`src/rtl/time_pkg.sv`:
```
// Shared time-of-day types and helpers for the alarm path.
package time_pkg;

    localparam int TIME_W  = 14;
    localparam int HR_MAX  = 23;
    localparam int MIN_MAX = 59;

    typedef enum logic [1:0] {
        IDLE    = 2'd0,
        RINGING = 2'd1,
        SNOOZE  = 2'd2
    } alarm_state_t;

    typedef struct packed {
        logic [TIME_W-1:0] hr;
        logic [TIME_W-1:0] mn;
    } hm_t;

    // Adds n minutes (n <= 59) to hr:mn, wrapping minutes mod 60 with a
    // single carry into hours mod 24.
    function automatic hm_t add_minutes(input logic [TIME_W-1:0] hr,
                                        input logic [TIME_W-1:0] mn,
                                        input logic [TIME_W-1:0] n);
        hm_t             r;
        logic [TIME_W:0] sum;
        sum = {1'b0, mn} + {1'b0, n};
        if (sum > (TIME_W+1)'(MIN_MAX)) begin
            r.mn = TIME_W'(sum - (TIME_W+1)'(MIN_MAX + 1));
            r.hr = (hr >= TIME_W'(HR_MAX)) ? '0 : hr + TIME_W'(1);
        end else begin
            r.mn = sum[TIME_W-1:0];
            r.hr = hr;
        end
        return r;
    endfunction

endpackage

```
`src/rtl/rise_edge.sv`:
```
// Registered rising-edge detector: one-cycle pulse per low-to-high transition.
module rise_edge (
    input  logic clk,
    input  logic rst_n,
    input  logic level,
    output logic pulse
);

    logic level_q;

    // Remember the previous level and register the edge pulse.
    always_ff @(posedge clk or negedge rst_n) begin
        if (!rst_n) begin
            level_q <= 1'b0;
            pulse   <= 1'b0;
        end else begin
            level_q <= level;
            pulse   <= level & ~level_q;
        end
    end

endmodule

```
`src/rtl/alarm_unit.sv`:
```
// Alarm time register plus ring / snooze controller with buzzer output.
//
//   state   | meaning
//   --------+------------------------------------------------------------
//   IDLE    | waiting for alarm time match (or disarmed / being set)
//   RINGING | buzzer active, ring timer running toward auto-stop
//   SNOOZE  | silent, waiting for the captured snooze target time
module alarm_unit
    import time_pkg::*;
#(
    parameter int CLK_HZ     = 10000,
    parameter int RING_SEC   = 60,
    parameter int SNOOZE_MIN = 5,
    parameter int RST_HR     = 7,
    parameter int RST_MIN    = 0
) (
    input  logic              clk,
    input  logic              rst_n,
    input  logic              setting_enable,
    input  logic              set_hr_or_min,
    input  logic              inc_short,
    input  logic              alarm_on,
    input  logic              stop,
    input  logic              snooze,
    input  logic [TIME_W-1:0] hours_in,
    input  logic [TIME_W-1:0] minutes_in,
    input  logic [TIME_W-1:0] seconds_in,
    output logic [TIME_W-1:0] alarm_hr_out,
    output logic [TIME_W-1:0] alarm_min_out,
    output logic              ringing,
    output logic              snoozing,
    output logic              buzzer
);

    localparam int RING_CYC = CLK_HZ * RING_SEC;
    localparam int RT_W     = (RING_CYC > 1) ? $clog2(RING_CYC) : 1;
    localparam logic [RT_W-1:0] RT_LAST = RT_W'(RING_CYC - 1);

    // Buzzer half period: CLK_HZ/4 cycles gives a 2 Hz square wave.
    localparam int BZ_HALF = (CLK_HZ / 4 > 0) ? CLK_HZ / 4 : 1;
    localparam int BZ_W    = (BZ_HALF > 1) ? $clog2(BZ_HALF) : 1;
    localparam logic [BZ_W-1:0] BZ_LAST = BZ_W'(BZ_HALF - 1);

    localparam logic [TIME_W-1:0] SNZ_N = TIME_W'(SNOOZE_MIN);

    logic              inc_p;
    logic              stop_p;
    logic              snooze_p;

    logic [TIME_W-1:0] alarm_hr;
    logic [TIME_W-1:0] alarm_min;

    logic              match_now;
    logic              match_q;
    logic              trigger;

    logic [TIME_W-1:0] snz_hr;
    logic [TIME_W-1:0] snz_min;
    logic              snz_match_now;
    logic              snz_match_q;
    logic              snz_trigger;

    hm_t               snz_target;

    alarm_state_t      state;
    logic [RT_W-1:0]   ring_cnt;
    logic [BZ_W-1:0]   bz_cnt;
    logic              timeout;

    rise_edge u_inc_edge (
        .clk   (clk),
        .rst_n (rst_n),
        .level (inc_short),
        .pulse (inc_p)
    );

    rise_edge u_stop_edge (
        .clk   (clk),
        .rst_n (rst_n),
        .level (stop),
        .pulse (stop_p)
    );

    rise_edge u_snooze_edge (
        .clk   (clk),
        .rst_n (rst_n),
        .level (snooze),
        .pulse (snooze_p)
    );

    assign alarm_hr_out  = alarm_hr;
    assign alarm_min_out = alarm_min;

    // Alarm register: each increment edge bumps exactly one field, no carry.
    always_ff @(posedge clk or negedge rst_n) begin
        if (!rst_n) begin
            alarm_hr  <= TIME_W'(RST_HR);
            alarm_min <= TIME_W'(RST_MIN);
        end else if (setting_enable && inc_p) begin
            if (!set_hr_or_min) begin
                alarm_hr <= (alarm_hr == TIME_W'(HR_MAX)) ? '0 : alarm_hr + TIME_W'(1);
            end else begin
                alarm_min <= (alarm_min == TIME_W'(MIN_MAX)) ? '0 : alarm_min + TIME_W'(1);
            end
        end
    end

    assign match_now = (hours_in == alarm_hr) && (minutes_in == alarm_min) &&
                       (seconds_in == '0);
    assign snz_match_now = (hours_in == snz_hr) && (minutes_in == snz_min) &&
                           (seconds_in == '0);

    // Only the first cycle of a whole matching second counts as a trigger.
    assign trigger     = match_now & ~match_q;
    assign snz_trigger = snz_match_now & ~snz_match_q;

    assign timeout    = (ring_cnt == RT_LAST);
    assign snz_target = add_minutes(hours_in, minutes_in, SNZ_N);

    // Previous-cycle compare results for the trigger edges.
    always_ff @(posedge clk or negedge rst_n) begin
        if (!rst_n) begin
            match_q     <= 1'b0;
            snz_match_q <= 1'b0;
        end else begin
            match_q     <= match_now;
            snz_match_q <= snz_match_now;
        end
    end

    // Ring controller with registered state decodes and buzzer.
    always_ff @(posedge clk or negedge rst_n) begin
        if (!rst_n) begin
            state    <= IDLE;
            ringing  <= 1'b0;
            snoozing <= 1'b0;
            buzzer   <= 1'b0;
            ring_cnt <= '0;
            bz_cnt   <= '0;
            snz_hr   <= '0;
            snz_min  <= '0;
        end else if (!alarm_on || setting_enable) begin
            state    <= IDLE;
            ringing  <= 1'b0;
            snoozing <= 1'b0;
            buzzer   <= 1'b0;
        end else begin
            case (state)
                IDLE: begin
                    if (trigger) begin
                        state    <= RINGING;
                        ringing  <= 1'b1;
                        snoozing <= 1'b0;
                        buzzer   <= 1'b1;
                        ring_cnt <= '0;
                        bz_cnt   <= '0;
                    end
                end
                RINGING: begin
                    if (stop_p) begin
                        state    <= IDLE;
                        ringing  <= 1'b0;
                        snoozing <= 1'b0;
                        buzzer   <= 1'b0;
                    end else if (snooze_p) begin
                        state    <= SNOOZE;
                        ringing  <= 1'b0;
                        snoozing <= 1'b1;
                        buzzer   <= 1'b0;
                        snz_hr   <= snz_target.hr;
                        snz_min  <= snz_target.mn;
                    end else if (timeout) begin
                        state    <= IDLE;
                        ringing  <= 1'b0;
                        snoozing <= 1'b0;
                        buzzer   <= 1'b0;
                    end else begin
                        ring_cnt <= ring_cnt + RT_W'(1);
                        if (bz_cnt == BZ_LAST) begin
                            bz_cnt <= '0;
                            buzzer <= ~buzzer;
                        end else begin
                            bz_cnt <= bz_cnt + BZ_W'(1);
                        end
                    end
                end
                SNOOZE: begin
                    if (stop_p) begin
                        state    <= IDLE;
                        ringing  <= 1'b0;
                        snoozing <= 1'b0;
                        buzzer   <= 1'b0;
                    end else if (snz_trigger) begin
                        state    <= RINGING;
                        ringing  <= 1'b1;
                        snoozing <= 1'b0;
                        buzzer   <= 1'b1;
                        ring_cnt <= '0;
                        bz_cnt   <= '0;
                    end
                end
                default: begin
                    state    <= IDLE;
                    ringing  <= 1'b0;
                    snoozing <= 1'b0;
                    buzzer   <= 1'b0;
                end
            endcase
        end
    end

endmodule

```
`config.mk`:
```
export PLATFORM = sky130hd
export DESIGN_NAME = alarm_unit
export DESIGN_NICKNAME = d
export VERILOG_FILES = /design/src/rtl/time_pkg.sv /design/src/rtl/rise_edge.sv /design/src/rtl/alarm_unit.sv
export SDC_FILE = /design/constraint.sdc
export NUM_CORES = 1
export LEC_CHECK = 0
export CAP_MARGIN = 20
export CORE_AREA = 3 3 112 114
export CTS_CLUSTER_SIZE = 25
export DETAILED_ROUTE_END_ITERATION = 10
export DIE_AREA = 0 0 115 117
export PLACE_DENSITY_LB_ADDON = 0.1
export SYNTH_ARGS = -nofsm -noshare
export SYNTH_HDL_FRONTEND = slang
export SYNTH_SLANG_ARGS = --single-unit
```
`constraint.sdc`:
```
create_clock -name clk -period 3.3 [get_ports clk]
set_clock_uncertainty 0.2 [all_clocks]
set_input_delay 0.495 -clock clk [delete_from_list [all_inputs] [get_ports clk]]
set_output_delay 0.495 -clock clk [all_outputs]
set_load 0.005 [all_outputs]
```
**Clock nets**

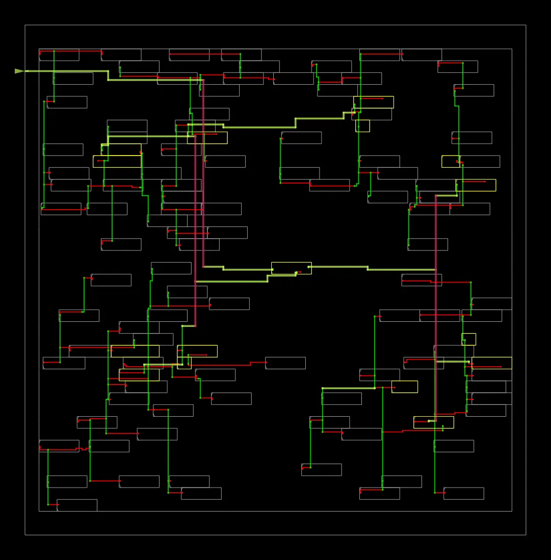
clkbuf count: 9
Num CTS Buffers: 9
clk sink count: 101
Clk. pwr: 1.21 mW
clk_lat worst skew: 360 ps

**I/O nets highlighted**

Drawn at 3 px/um.
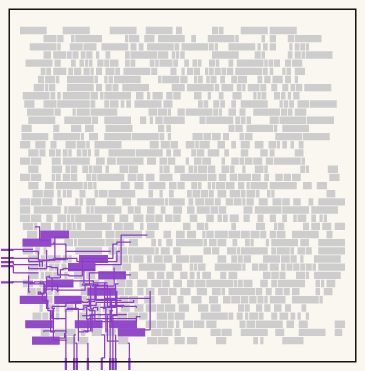
- purple: `alarm_hr_out` (bits 14; direction output; edge 9 bottom, 5 left; end cells 14; wire 844 um)
IO buf count: 80
io pins: 81

==> CHANGELOG.md <==
## Implementation

- Outcome: finished, final reports clean
- Met2 Wirelength: 7930 um
- Overflow after GRT: 0
- Final Max Slew Viols: 0
- Simple Share, Synth: about a quarter
- Max Freq: 322 MHz
- Total track usage: 27.0%
- Pwr per Cell Area: around 400 nW/um^2
- Leakage: 3.34 nW
- Largest net degree at the start of global routing: 59
- Non-clock buffers: 144
- Aoi share: 14.5%
- CTS tree: done
- Fillers: 945
- Post-synthesis mux area share: less than 1%
- Ys cells: 702
- FFs & Latches: approximately 100
- Drt initial violations: about 370
- Met3 wire length: 876 um
- Synth Warn #: 0
- Global routing met3 resource utilization: between 5 and 6%
- Grt met1 use: between 30% and 40%
- Slew at the pin with the worst max-slew slack: 776 ps
- Cell area after synthesis: 6310 sq um
- HPWL after DPL: 13,000 um
- Final min period: 3110 ps
- Inverters: 39
- Total power: 3.18 mW
- YS chip area: 6310 sq um
- Top comb family, area: simple AND/OR/NAND/NOR gates
- Clock-cell share of area: under 10%
- Routability cong.: 0.917
- Met1 WL: about 8000 um
**Where the registers sit**

Drawn at 3 px/um. Other sequential cells in the stronger grey, the rest of the logic in the fainter grey.
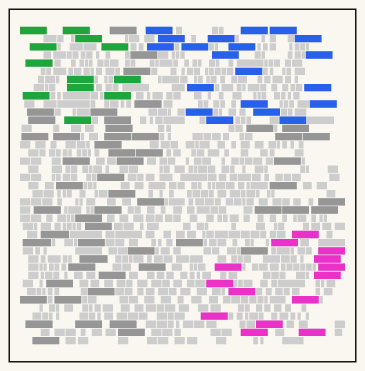
- green: `bz_cnt` (flops 12; where top left)
- magenta: `snz_hr` (flops 14; where bottom right)
- blue: `ring_cnt` (flops 20)
Reg area: 2530 sq um
Seq area share: 31.8%
Final Core Density: 69.0%

**Gate-type map**

Drawn at 4 px/um.
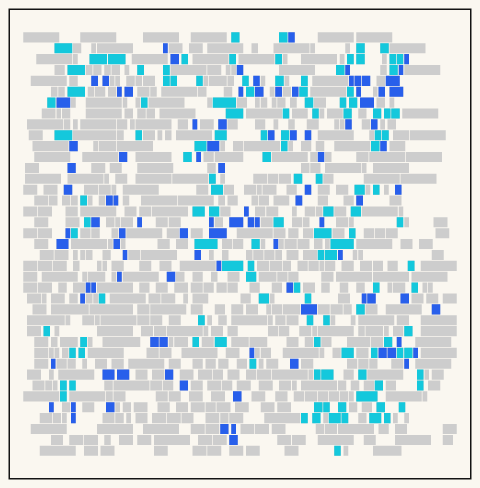
- blue: NOR gates (cells 99; where widely spread)
- cyan: inverting AOI/OAI gates (cells 126; where widely spread)
combinational share of cell area: 43.4%
final std cells w/o fill: 970

-- sequential cells by signal, summed over array words and instances (netlist names), 2 cells and up --
name / cells
alarm_hr_out: 14
state: 2
alarm_min_out: 14
snz_hr: 14
bz_cnt: 12
snz_min: 14
ring_cnt: 20
-- synth_stat cells, drive strengths merged (2+ instances only) --
cell type | number | area share, %
buf | 15 | 1.8
xor2 | 57 | 7.9
or2 | 2 | 0.20
o41ai | 2 | 0.40
a21oi | 9 | 0.83
a41oi | 3 | 0.42
xnor2 | 37 | 5.1
o31ai | 3 | 0.36
and3 | 12 | 1.2
nand4 | 26 | 2.6
ha | 9 | 1.8
nor4 | 17 | 1.8
o31a | 3 | 0.42
nand4b | 2 | 0.28
clkbuf | 20 | 1.2
nor2b | 11 | 1.1
a21o | 2 | 0.24
a31oi | 31 | 3.1
o21ai | 59 | 4.8
nand3 | 40 | 3.3
dfstp | 3 | 1.2
and2 | 2 | 0.20
o311ai | 4 | 0.67
and3b | 2 | 0.28
nor4bb | 2 | 0.32
or4 | 9 | 1.2
inv | 39 | 2.3
nand3b | 5 | 0.59
nor3 | 30 | 2.6
nand2 | 66 | 3.9
dfrtp | 98 | 39
nor4b | 3 | 0.42
nand2b | 2 | 0.24
or3 | 13 | 1.4
mux2i | 5 | 0.79
o211ai | 10 | 1.8
a211o | 2 | 0.28
nor2 | 36 | 2.3
-- cell usage in the layout, fill, tap and decap left out, types with 3 or more instances in the layout --
| cell type | netlist | layout |
|---|---|---|
| a21oi_1 | 7 | 7 |
| a31oi_1 | 31 | 31 |
| a41oi_1 | 3 | 3 |
| and3_1 | 12 | 12 |
| buf_4 | 1 | 62 |
| clkbuf_16 | 0 | 9 |
| clkdlybuf4s50_1 | 0 | 79 |
| dfrtp_1 | 98 | 98 |
| dfstp_2 | 3 | 3 |
| ha_1 | 9 | 9 |
| inv_1 | 38 | 38 |
| inv_6 | 0 | 3 |
| mux2i_1 | 5 | 5 |
| nand2_1 | 66 | 66 |
| nand3_1 | 39 | 39 |
| nand3b_1 | 5 | 5 |
| nand4_1 | 26 | 26 |
| nor2_1 | 35 | 35 |
| nor2b_1 | 10 | 10 |
| nor3_1 | 27 | 27 |
| nor3_2 | 3 | 3 |
| nor4_1 | 16 | 16 |
| nor4b_1 | 3 | 3 |
| o211ai_2 | 8 | 8 |
| o21ai_0 | 20 | 20 |
| o21ai_1 | 37 | 37 |
| o31a_1 | 3 | 3 |
| o31ai_1 | 3 | 3 |
| or3_1 | 11 | 11 |
| or4_1 | 7 | 7 |
| xnor2_1 | 37 | 37 |
| xor2_1 | 57 | 57 |
-- path summary, 6_finish.rpt --
path	end	depth (start not counted)
max in group asynchronous	alarm_hr_out[2]	3
setup reg to reg	ring_cnt[14]	8
min in group asynchronous	snz_hr[9]	2
setup / recovery	bz_cnt[1]	9
hold / removal	u_inc_edge.pulse	1
hold reg to reg	u_inc_edge.pulse	1
-- critical path, cell delays in order --
cell             delay (ps)
clkdlybuf4s50_1         640
xor2_1                  280
nor4_1                  360
nand4_1                 260
o31ai_1                 390
a21oi_1                 140
nor2b_2                 170
buf_12                  220
mux2i_1                 210
No activity file was given, so power comes from the tool's default toggle rates.
